### config.mk
export PLATFORM = sky130hd
export DESIGN_NAME = dor_input_debounce_flat
export DESIGN_NICKNAME = d
export VERILOG_FILES = /design/src/rtl/dor_input_debounce_if.sv /design/src/rtl/dor_input_debounce.sv /design/src/flat_wrapper.sv
export SDC_FILE = /design/constraint.sdc
export NUM_CORES = 1
export LEC_CHECK = 0
export ABC_AREA = 1
export CORE_UTILIZATION = 53
export CTS_CLUSTER_SIZE = 25
export DETAILED_ROUTE_END_ITERATION = 8
export PLACE_DENSITY_LB_ADDON = 0.1
export SETUP_SLACK_MARGIN = 0.1
export SYNTH_ARGS = -nofsm -noshare
export SYNTH_HDL_FRONTEND = slang
export SYNTH_SLANG_ARGS = --single-unit
export TNS_END_PERCENT = 20
### constraint.sdc
create_clock -name clk -period 1.4 [get_ports clk]
set_input_delay 0.21 -clock clk [delete_from_list [all_inputs] [get_ports clk]]
set_output_delay 0.21 -clock clk [all_outputs]
set_load 0.005 [all_outputs]
### src/rtl/dor_input_debounce_if.sv
// dor_input_debounce_if
//   Signal bundle between raw switch lines and the debounced a/b levels that
//   feed the dor OR stage.
//   sw_a_in, sw_b_in : raw, asynchronous, bouncing switch lines
//   a, b             : debounced levels (connect to dor.a / dor.b)
//   a_chg, b_chg     : one-cycle strobes, asserted in the cycle a/b change
//   master : switch/stimulus side (drives sw_*, observes outputs)
//   slave  : debouncer side (observes sw_*, drives outputs)
interface dor_input_debounce_if;
  logic sw_a_in;
  logic sw_b_in;
  logic a;
  logic b;
  logic a_chg;
  logic b_chg;

  modport master (
    output sw_a_in, sw_b_in,
    input  a, b, a_chg, b_chg
  );

  modport slave (
    input  sw_a_in, sw_b_in,
    output a, b, a_chg, b_chg
  );
endinterface

### src/rtl/dor_input_debounce.sv
// dor_input_debounce
//   Two independent channels, each a SYNC_STAGES-deep synchroniser followed by
//   a debounce FSM. The output level follows the synchronised input only after
//   the input has differed from the output for STABLE_CYCLES consecutive
//   cycles; any shorter excursion is discarded and every bounce back restarts
//   qualification. Each update is flagged by a registered one-cycle strobe.
//   clk : rising-edge clock
//   rst : asynchronous active-high reset, clears all state
//   bus : slave side of dor_input_debounce_if (sw_a_in/sw_b_in in,
//         a/b/a_chg/b_chg out)
module dor_input_debounce #(
  parameter int SYNC_STAGES   = 2,
  parameter int STABLE_CYCLES = 8,
  parameter int CNT_W         = 4
) (
  input  logic                 clk,
  input  logic                 rst,
  dor_input_debounce_if.slave  bus
);

  typedef enum logic {
    IDLE,
    QUALIFY
  } state_e;

  // Final count value: reaching it on a still-differing input commits the change.
  localparam logic [CNT_W-1:0] CNT_LAST = CNT_W'(STABLE_CYCLES - 1);

  logic [1:0] raw;
  logic [1:0] lvl;
  logic [1:0] chg;

  assign raw = {bus.sw_b_in, bus.sw_a_in};

  for (genvar ch = 0; ch < 2; ch++) begin : g_ch
    logic [SYNC_STAGES-1:0] sync_q;
    logic                   s;
    state_e                 state_q, state_d;
    logic [CNT_W-1:0]       cnt_q, cnt_d;
    logic                   lvl_q, lvl_d;
    logic                   chg_q, chg_d;

    assign s = sync_q[SYNC_STAGES-1];

    always_ff @(posedge clk or posedge rst) begin
      if (rst) begin
        sync_q  <= '0;
        state_q <= IDLE;
        cnt_q   <= '0;
        lvl_q   <= 1'b0;
        chg_q   <= 1'b0;
      end else begin
        sync_q  <= {sync_q[SYNC_STAGES-2:0], raw[ch]};
        state_q <= state_d;
        cnt_q   <= cnt_d;
        lvl_q   <= lvl_d;
        chg_q   <= chg_d;
      end
    end

    always_comb begin
      state_d = state_q;
      cnt_d   = cnt_q;
      lvl_d   = lvl_q;
      chg_d   = 1'b0;
      unique case (state_q)
        IDLE: begin
          if (s != lvl_q) begin
            state_d = QUALIFY;
            cnt_d   = CNT_W'(1);
          end
        end
        QUALIFY: begin
          if (s == lvl_q) begin
            // Bounced back: drop the partial count, level untouched.
            state_d = IDLE;
            cnt_d   = '0;
          end else if (cnt_q == CNT_LAST) begin
            state_d = IDLE;
            cnt_d   = '0;
            lvl_d   = s;
            chg_d   = 1'b1;
          end else begin
            cnt_d = cnt_q + CNT_W'(1);
          end
        end
        default: begin
          state_d = IDLE;
          cnt_d   = '0;
        end
      endcase
    end

    assign lvl[ch] = lvl_q;
    assign chg[ch] = chg_q;
  end

  assign bus.a     = lvl[0];
  assign bus.b     = lvl[1];
  assign bus.a_chg = chg[0];
  assign bus.b_chg = chg[1];

endmodule

### src/flat_wrapper.sv
// flat-port wrapper written by rule: the top's interface ports become plain ports
module dor_input_debounce_flat 
#(
  parameter int SYNC_STAGES   = 2,
  parameter int STABLE_CYCLES = 8,
  parameter int CNT_W         = 4
)
  (clk, rst, bus_sw_a_in, bus_sw_b_in, bus_a, bus_b, bus_a_chg, bus_b_chg);
  dor_input_debounce_if bus_i ();
  input  logic clk;
  input  logic rst;
  input wire logic [$bits(bus_i.sw_a_in)-1:0] bus_sw_a_in;
  input wire logic [$bits(bus_i.sw_b_in)-1:0] bus_sw_b_in;
  output wire logic [$bits(bus_i.a)-1:0] bus_a;
  output wire logic [$bits(bus_i.b)-1:0] bus_b;
  output wire logic [$bits(bus_i.a_chg)-1:0] bus_a_chg;
  output wire logic [$bits(bus_i.b_chg)-1:0] bus_b_chg;
  assign bus_i.sw_a_in = bus_sw_a_in;
  assign bus_i.sw_b_in = bus_sw_b_in;
  assign bus_a = bus_i.a;
  assign bus_b = bus_i.b;
  assign bus_a_chg = bus_i.a_chg;
  assign bus_b_chg = bus_i.b_chg;
  dor_input_debounce #(.SYNC_STAGES(SYNC_STAGES), .STABLE_CYCLES(STABLE_CYCLES), .CNT_W(CNT_W)) u_core (.clk(clk), .rst(rst), .bus(bus_i));
endmodule
### Where the registers sit, run 1

Scale bar: 10 µm. Other sequential cells in the stronger grey, the rest of the logic in the fainter grey.
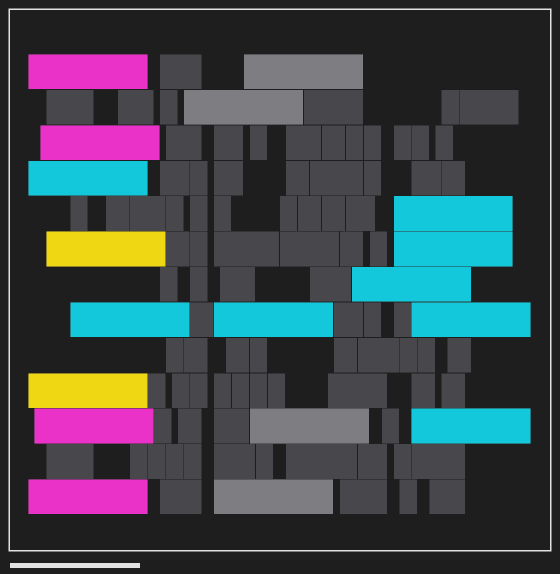
u_core.g_ch.cnt_q: in cyan, placed flops 8. u_core.g_ch.sync_q: in magenta, placed flops 4. u_core.g_ch.state_q: in yellow, placed flops 2.
Another 4 sequential cells are not coloured.

### Zoomed window, run 1

Scale bar: 10 µm. Region (0, 0) to (25, 25) µm. Cells in grey, sequential cells in the stronger grey; small squares are vias.
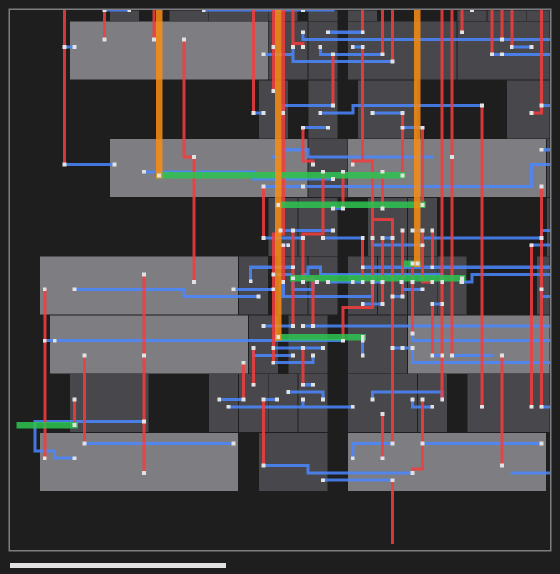
M4: in orange. M3: in green. M1: in blue. M2: in red.
40 logic cells have their middle in the window. Netlist names of flops here include u_core.g_ch.state_q (2), u_core.g_ch.cnt_q (2), u_core.g_ch.sync_q (2). Sequential cells in the window: 8. Most frequent: nand2_1 (9), dfrtp_1 (8), inv_1 (7).

### Gate-type map, run 1

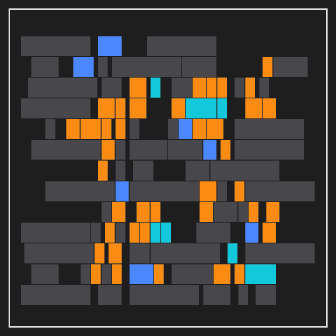
nor cells: in cyan, cells 7. nand cells: in orange, cells 40. aoi and oai cells: in blue, cells 7.
most numerous logic cell after layout: nand2_1
fin cells: 120
logic share of the area: 0.326

==> changes_impl.md, run 1 <==
### Implementation results

* RSZ-0062 raised after global routing: false
* Bufs on Longest Clock Path at 2
* Main area contributors: dfrtp_1 (55%), nand2_1 (9.1%), nand3_1 (7.3%)
* Yosys top cell area share at 0.545
* Largest stage delay, worst path at between 0.4 and 0.5 ns
* Arrival time of the worst setup path at roughly 1 ns
* Tmin final at 1.20 ns
* Post-Syn Area at between 800 and 900 µm²
* Final ANT Viol Nets at 0
* Outcome: finished, final reports clean
* Syn Nets at roughly 98
* CTS tree: built
* Commonest flop: dfrtp_1
* Post-DP HPWL at approximately 1000 µm
* Gate Count Post-Synth at around 92
* Initial antenna violation count at 0
* Area leader, netlist: dfrtp_1
* Maximum VDD drop at roughly 1.1 mV
* Final Max Slew Viols at 0
* Most frequent cell after synthesis: nand2_1
* Clock sink count at 18
* Hold crit path type: input pin to asynchronous set/reset pin
* Placed Cells at approximately 120
* PwrDens at about 1400 nW/µm²
* DR WL/cell at between 10 and 15 µm
* Via-per-instance ratio at 5.12
* Hold_buf cts at 0
* Clock Tree Root: clkbuf_4
* Gpl congestion at 0.737
* Port bufs at 7
* Worst Path Buf+Inv at 1
* Netlist cell types at 16
* H-tree lvl count at 1
* WS Path Type: flip-flop to primary output
* Critical Path Sink Type: primary output
* First-pass GRT wire length at 2680 µm
* Pre-CTS setup slack at between 0.2 and 0.25 ns
* Crit path cell chain: dlygate4sd2_1
* Iter 0 DRT Violations at 10
* Largest net degree at the start of global routing at 19
* Final setup margin at roughly 0.20 ns
* Worst slew pin tran at 0.222 ns
* YS warnings at 0
* Final core utilization at 0.713
* Clk latency late pin at around 0.30 ns
* Chip area at 1720 µm²
* Drt drc at 0
* Num CTS Buffers at 3
* Final hold vios at 0
* Worst Path Max Fanout at 4
* Final Setup Violations at 0
* Log Warnings at 27
* FMAX at 0.833 GHz
* DR vias at roughly 610
* Crit-path slowest cell: dfrtp_1
* Post-synth EDFFs at 0
* Post-synth ARST share at 1.00
* Post-Route WL at 1440 µm
* Width of the die at between 40 and 50 µm
* Fp_density at 0.604
* Die height at about 41 µm
* Drt pass-1 iters at 4
* Max-cap violations at 0
* Sequential fraction of the synthesis area at 0.545
* Leak at about 0.00056 µW
* Slew HR at 0.852
* Register bit total from synthesis at 18
* Final nets at about 110
* Synth top cells by count: nand2_1 (20), dfrtp_1 (18), inv_1 (15)
* IO Count at 8
* Core ar. at around 1400 µm²
## run 1: sequential cells by signal, summed over array words and instances (netlist names)
name                 cells
u_core.bus.a             1
u_core.bus.b             1
u_core.g_ch.sync_q       4
u_core.g_ch.state_q      2
u_core.bus.a_chg         1
u_core.g_ch.cnt_q        8
u_core.bus.b_chg         1
## run 1: through the flow
| stage | total power (µW) | instance area, µm² |
|---|---|---|
| after CTS | 1340 | 965 |
| after global placement | 1010 | 922 |
| after detailed placement | 1030 | 922 |
| final | 1350 | 975 |
| after floorplan | 920 | 826 |
| after global routing | 1450 | 975 |
## run 1: cells by family (layout without fill, tap and decap cells)
logic type,count (synthesis),in the layout,synth area share
AND/OR/NAND/NOR,47,47,0.276
flip-flops,18,18,0.545
buffers and inverters,16,29,0.0727
AND-OR/OR-AND,7,7,0.0546
adder cells (fa/ha/maj),2,2,0.0303
XOR/XNOR,2,2,0.0212
## run 1: repair_timing
item	in CTS	in global routing
buffers inserted	1	0
hold endpoints to repair	0	0
cloned	0	0
setup endpoints to repair	4	4
gates resized	1	4
## run 1: path summary, 6_finish.rpt
| path | startpoint | to | slack [ns] | cells past startpoint |
|---|---|---|---|---|
| hold / removal | rst | u_core.g_ch[0].cnt_q[2]$_DFFE_PP0P_ | 0.20 | 3 |
| setup / recovery | u_core.bus.b$_DFFE_PP0P_ | bus_b | 0.20 | 1 |
| hold reg to reg | u_core.g_ch[1].sync_q[0]$_DFF_PP0_ | u_core.g_ch[1].sync_q[1]$_DFF_PP0_ | 0.37 | 0 |
| max in group asynchronous | rst | u_core.g_ch[1].sync_q[1]$_DFF_PP0_ | 1.01 | 3 |
| setup reg to reg | u_core.g_ch[0].cnt_q[0]$_DFFE_PP0P_ | u_core.g_ch[0].cnt_q[0]$_DFFE_PP0P_ | 0.22 | 5 |
| min in group clk | bus_sw_a_in | u_core.g_ch[0].sync_q[0]$_DFF_PP0_ | 0.34 | 1 |
## run 1: metal layers
metal / wire [µm] / up-vias / track usage / share of wire
li1: - / 316 / - / -
met1: 685 / 281 / 0.285 / 0.48
met4: 58 / 0 / 0.116 / 0.040
met3: 46 / 7 / 0.0522 / 0.032
met5: 0 / - / 0 / 0
met2: 649 / 10 / 0.316 / 0.45
## run 1: cell type report
cell class,instances,area [µm²],area share
clock buffer,4,36.3,0.0372
inverter,16,60.1,0.0616
sequential,18,450,0.462
multi-input combinational,58,318,0.326
timing repair buffer,9,91.3,0.0937
tap,15,18.8,0.0193
## run 1: report_power, final
part | leakage, µW | switching (µW) | internal (µW) | total (µW)
registers | 0.000231 | 102 | 605 | 707
clock network | 0.0000210 | 168 | 159 | 327
logic | 0.000308 | 172 | 141 | 313
total | 0.000560 | 441 | 906 | 1350
## run 1: placed cells by master, fill, tap and decap left out, drive strengths merged
| cell type | instances |
|---|---|
| a21boi | 1 |
| buf | 2 |
| clkbuf | 4 |
| clkdlybuf4s50 | 3 |
| dfrtp | 18 |
| dlygate4sd2 | 1 |
| dlymetal6s2s | 3 |
| ha | 2 |
| inv | 16 |
| nand2 | 25 |
| nand3 | 12 |
| nand3b | 1 |
| nand4 | 2 |
| nor2 | 7 |
| o21ai | 6 |
| xnor2 | 2 |
### Wires at chosen ports, followed through buffers, run 1

Scale bar: 10 µm.
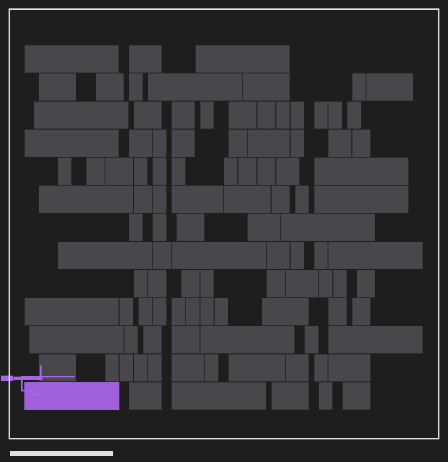

==> inputs of run 2 (changes only) <==
CTS_BUF_LIST = sky130_fd_sc_hd__clkbuf_16   (was not set)
### Wires at chosen ports, followed through buffers, run 2

Scale bar: 10 µm.
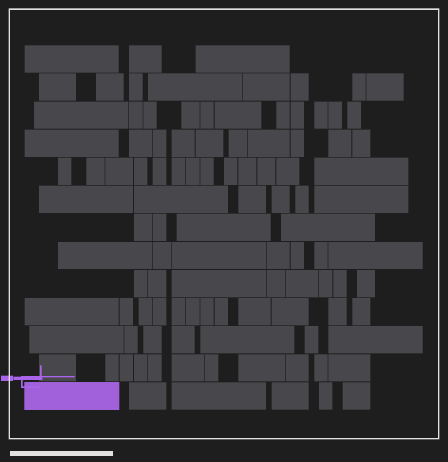
bus_sw_b_in: in purple, direction input, end cells 1, buffers 1, wire 11.5 µm.
IO Count: 8
port bufs: 7

==> run 2 against run 1 <==
Clock-buffer cell count is 1 lower. Non-clock buffer count is 1 higher. Maximum frequency is 11% lower. Via count is 3.4% higher. Final area is 4.5% higher. Synthesized cell count stayed put. First-iteration DRC count is 70% lower. Final cell count is 0.83% higher. Sequential power hardly changed. Sequential share of layout area is 2.0 points lower. Core utilization is 3.2 points higher. Largest cell class unchanged.
==> changes_impl.md, run 2 <==
### Implementation results

* Sequential fraction of the synthesis area at 0.545 (unchanged)
* First-pass GRT wire length at 2770 µm (was 2680 µm)
* Iter 0 DRT Violations at 3 (was 10)
* Post-Syn Area at 826 µm² (unchanged)
* Clock sink count at 18 (unchanged)
* FILL cells at 106 (was 116)
* RSZ-0062 raised after global routing: true (was false)
* Hold crit path type: input pin to asynchronous set/reset pin (unchanged)
* Gpl congestion at 0.737 (unchanged)
* Most frequent cell after synthesis: nand2_1 (unchanged)
* Worst slew pin tran at 0.224 ns (was 0.222 ns)
* Post-DP HPWL at 1000 µm (unchanged)
* Leak at 0.000543 µW (was 0.000560 µW)
* Max-cap violations at 0 (unchanged)
* Worst Path Buf+Inv at 1 (unchanged)
* Arrival time of the worst setup path at 1.14 ns (was 0.99 ns)
* Post-Synth Simple-Gate Area at 0.276 (unchanged)
* Final nets at 113 (was 112)
* Crit path cell chain: clkdlybuf4s50_1 (was dlygate4sd2_1)
* Log Warnings at 28 (was 27)
* Sw Pwr at 480 µW (was 441 µW)
* Num CTS Buffers at 3 (unchanged)
* FMAX at 0.742 GHz (was 0.833 GHz)
* Drt pass-1 iters at 4 (unchanged)
* Most instantiated logic cells after routing: nand2_1 (20), dfrtp_1 (18), inv_1 (15) (unchanged)
* Maximum VDD drop at 1.28 mV (was 1.08 mV)
* Final setup margin at 0.0530 ns (was 0.199 ns)
* Sequential Power Share at 0.438 (was 0.525)
* Dominant kind of combinational cell: simple AND/OR/NAND/NOR gates (unchanged)
* DR vias at 635 (was 614)
* Ao+oa area frac at 0.0545 (unchanged)
* Crit-path slowest cell: clkdlybuf4s50_1 (was dfrtp_1)
* Critical Path Sink Type: primary output (unchanged)
* Power share of the combinational group at 0.214 (was 0.232)
* Final Setup Violations at 0 (unchanged)
* Largest net degree at the start of global routing at 19 (unchanged)
* Most numerous logic cell after layout: nand2_1 (unchanged)
* Worst Path Max Fanout at 2 (was 4)
* Post-Route WL at 1540 µm (was 1440 µm)
* H-tree lvl count at 1 (unchanged)
* Internal power at 1140 µW (was 906 µW)
* Synth top cells by count: nand2_1 (20), dfrtp_1 (18), inv_1 (15) (unchanged)
* Post-synth ARST share at 1.00 (unchanged)
* Commonest flop: dfrtp_1 (unchanged)
* Sequential Area at 450 µm² (unchanged)
* Largest stage delay, worst path at 0.51 ns (was 0.42 ns)
* Switch share at 0.296 (was 0.328)
* Clock Tree Root: clkbuf_16 (was clkbuf_4)
* Largest regs: u_core.g_ch.cnt_q x8, u_core.g_ch.sync_q x4, u_core.g_ch.state_q x2 (unchanged)
* Final hold vios at 0 (unchanged)
* Core ar. at 1370 µm² (unchanged)
* Area leader, netlist: dfrtp_1 (unchanged)
* Gate Count Post-Synth at 92 (unchanged)
* Synth Area in Adders at 0.0303 (unchanged)
* DR WL/cell at 12.7 µm (was 12.0 µm)
* CTS tree: built (unchanged)
* Final ANT Viol Nets at 0 (unchanged)
* Post-synth EDFFs at 0 (unchanged)
* Main area contributors: dfrtp_1 (55%), nand2_1 (9.1%), nand3_1 (7.3%) (unchanged)
* Register bit total from synthesis at 18 (unchanged)
* Tmin final at 1.35 ns (was 1.20 ns)
* Slew HR at 0.851 (was 0.852)
* Yosys top cell area share at 0.545 (unchanged)
* Drt drc at 0 (unchanged)
* Hold_buf cts at 0 (unchanged)
* Yosys Chip Area at 826 µm² (unchanged)
* Pre-CTS setup slack at 0.229 ns (unchanged)
* YS warnings at 0 (unchanged)
* PwrDens at 1590 nW/µm² (was 1380 nW/µm²)
* Die height at 41.5 µm (unchanged)
* XOR Share, Synth at 0.0212 (unchanged)
* Bufs on Longest Clock Path at 2 (unchanged)
* Reg with most FFs: u_core.g_ch.cnt_q (unchanged)
* Chip area at 1720 µm² (unchanged)
* Width of the die at 41.5 µm (unchanged)
* Clock network fraction of total power at 0.349 (was 0.243)
* Fp_density at 0.604 (unchanged)
* Outcome: finished, final reports clean (unchanged)
* Syn Nets at 98 (unchanged)
* Via-per-instance ratio at 5.25 (was 5.12)
* WS Path Type: flip-flop to primary output (unchanged)
* Max FFs per register at 8 (unchanged)
* Netlist cell types at 16 (unchanged)
* Clk latency late pin at 0.24 ns (was 0.30 ns)
* Initial antenna violation count at 0 (unchanged)
* Final Max Slew Viols at 0 (unchanged)
* MUX area fraction at 0 (unchanged)
* Multi-input gate area at 315 µm² (was 318 µm²)
## run 2: cell counts after synthesis
No cell type changed its count.
## run 2: power groups by stage
stage	clock network [µW]	logic, µW	registers (µW)
final	565	346	709
after global routing	588	402	722
after CTS	567	331	708
after detailed placement	0	311	718
after global placement	0	301	708
after floorplan	0	227	693
## run 2: path summary, 6_finish.rpt
path                                                     from                             endpoint  slack [ns]  cells past startpoint
max                                  u_core.bus.b$_DFFE_PP0P_                                bus_b        0.05                      1
min                                                       rst  u_core.g_ch[0].cnt_q[2]$_DFFE_PP0P_        0.28                      3
max reg2reg                          u_core.bus.b$_DFFE_PP0P_  u_core.g_ch[1].cnt_q[0]$_DFFE_PP0P_        0.21                      7
min reg2reg                u_core.g_ch[1].sync_q[0]$_DFF_PP0_   u_core.g_ch[1].sync_q[1]$_DFF_PP0_        0.36                      0
max in group asynchronous                                 rst   u_core.g_ch[1].sync_q[0]$_DFF_PP0_        0.94                      3
min in group clk           u_core.g_ch[1].sync_q[0]$_DFF_PP0_   u_core.g_ch[1].sync_q[1]$_DFF_PP0_        0.36                      0
## run 2: repair_timing
| action | in CTS | in global routing |
|---|---|---|
| endpoints found under the setup margin | 2 | 3 |
| buffers inserted | 1 | 1 |
| gates resized | 0 | 1 |
| pin swaps | 0 | 0 |
## run 2: cell type report
class / instances / area share
Multi-Input combinational cell: 58 / 0.310
Tap cell: 15 / 0.0184
Inverter: 16 / 0.0590
Clock inverter: 1 / 0.00369
Sequential cell: 18 / 0.442
Clock buffer: 3 / 0.0737
Timing Repair Buffer: 10 / 0.0934
## run 2: per-layer routing
layer | track usage | routed length (µm)
met5 | 0 | 0
met4 | 0.0839 | 53
met3 | 0.0522 | 32
met2 | 0.325 | 712
met1 | 0.285 | 740
## run 2: logic make-up after synthesis
logic type | Yosys count
AND/OR/NAND/NOR | 47
flip-flops | 18
buffers and inverters | 16
AND-OR/OR-AND | 7
adder cells (fa/ha/maj) | 2
XOR/XNOR | 2
## run 2: per-stage QoR
stage / cell area, µm² / hold WS (ns) / instances / power [µW] / utilization
after floorplan: 826 / 0.149 / 92 / 920 / -
after global placement: 922 / 0.342 / 115 / 1010 / 0.675
after detailed placement: 922 / 0.344 / 115 / 1030 / 0.675
after CTS: 1010 / 0.285 / 120 / 1610 / 0.738
after global routing: 1020 / 0.301 / 121 / 1710 / 0.745
final: 1020 / 0.276 / 121 / 1620 / 0.745
## run 2: worst reg2reg max path, stage by stage (launching register included)
cell and delay, ns:
dfrtp_1 0.40, buf_4 0.16, inv_1 0.04, nand2_1 0.06, nand2_1 0.15, inv_1 0.09, nand2_1 0.08, nand3_1 0.09
No activity file was given, so power comes from the tool's default toggle rates.
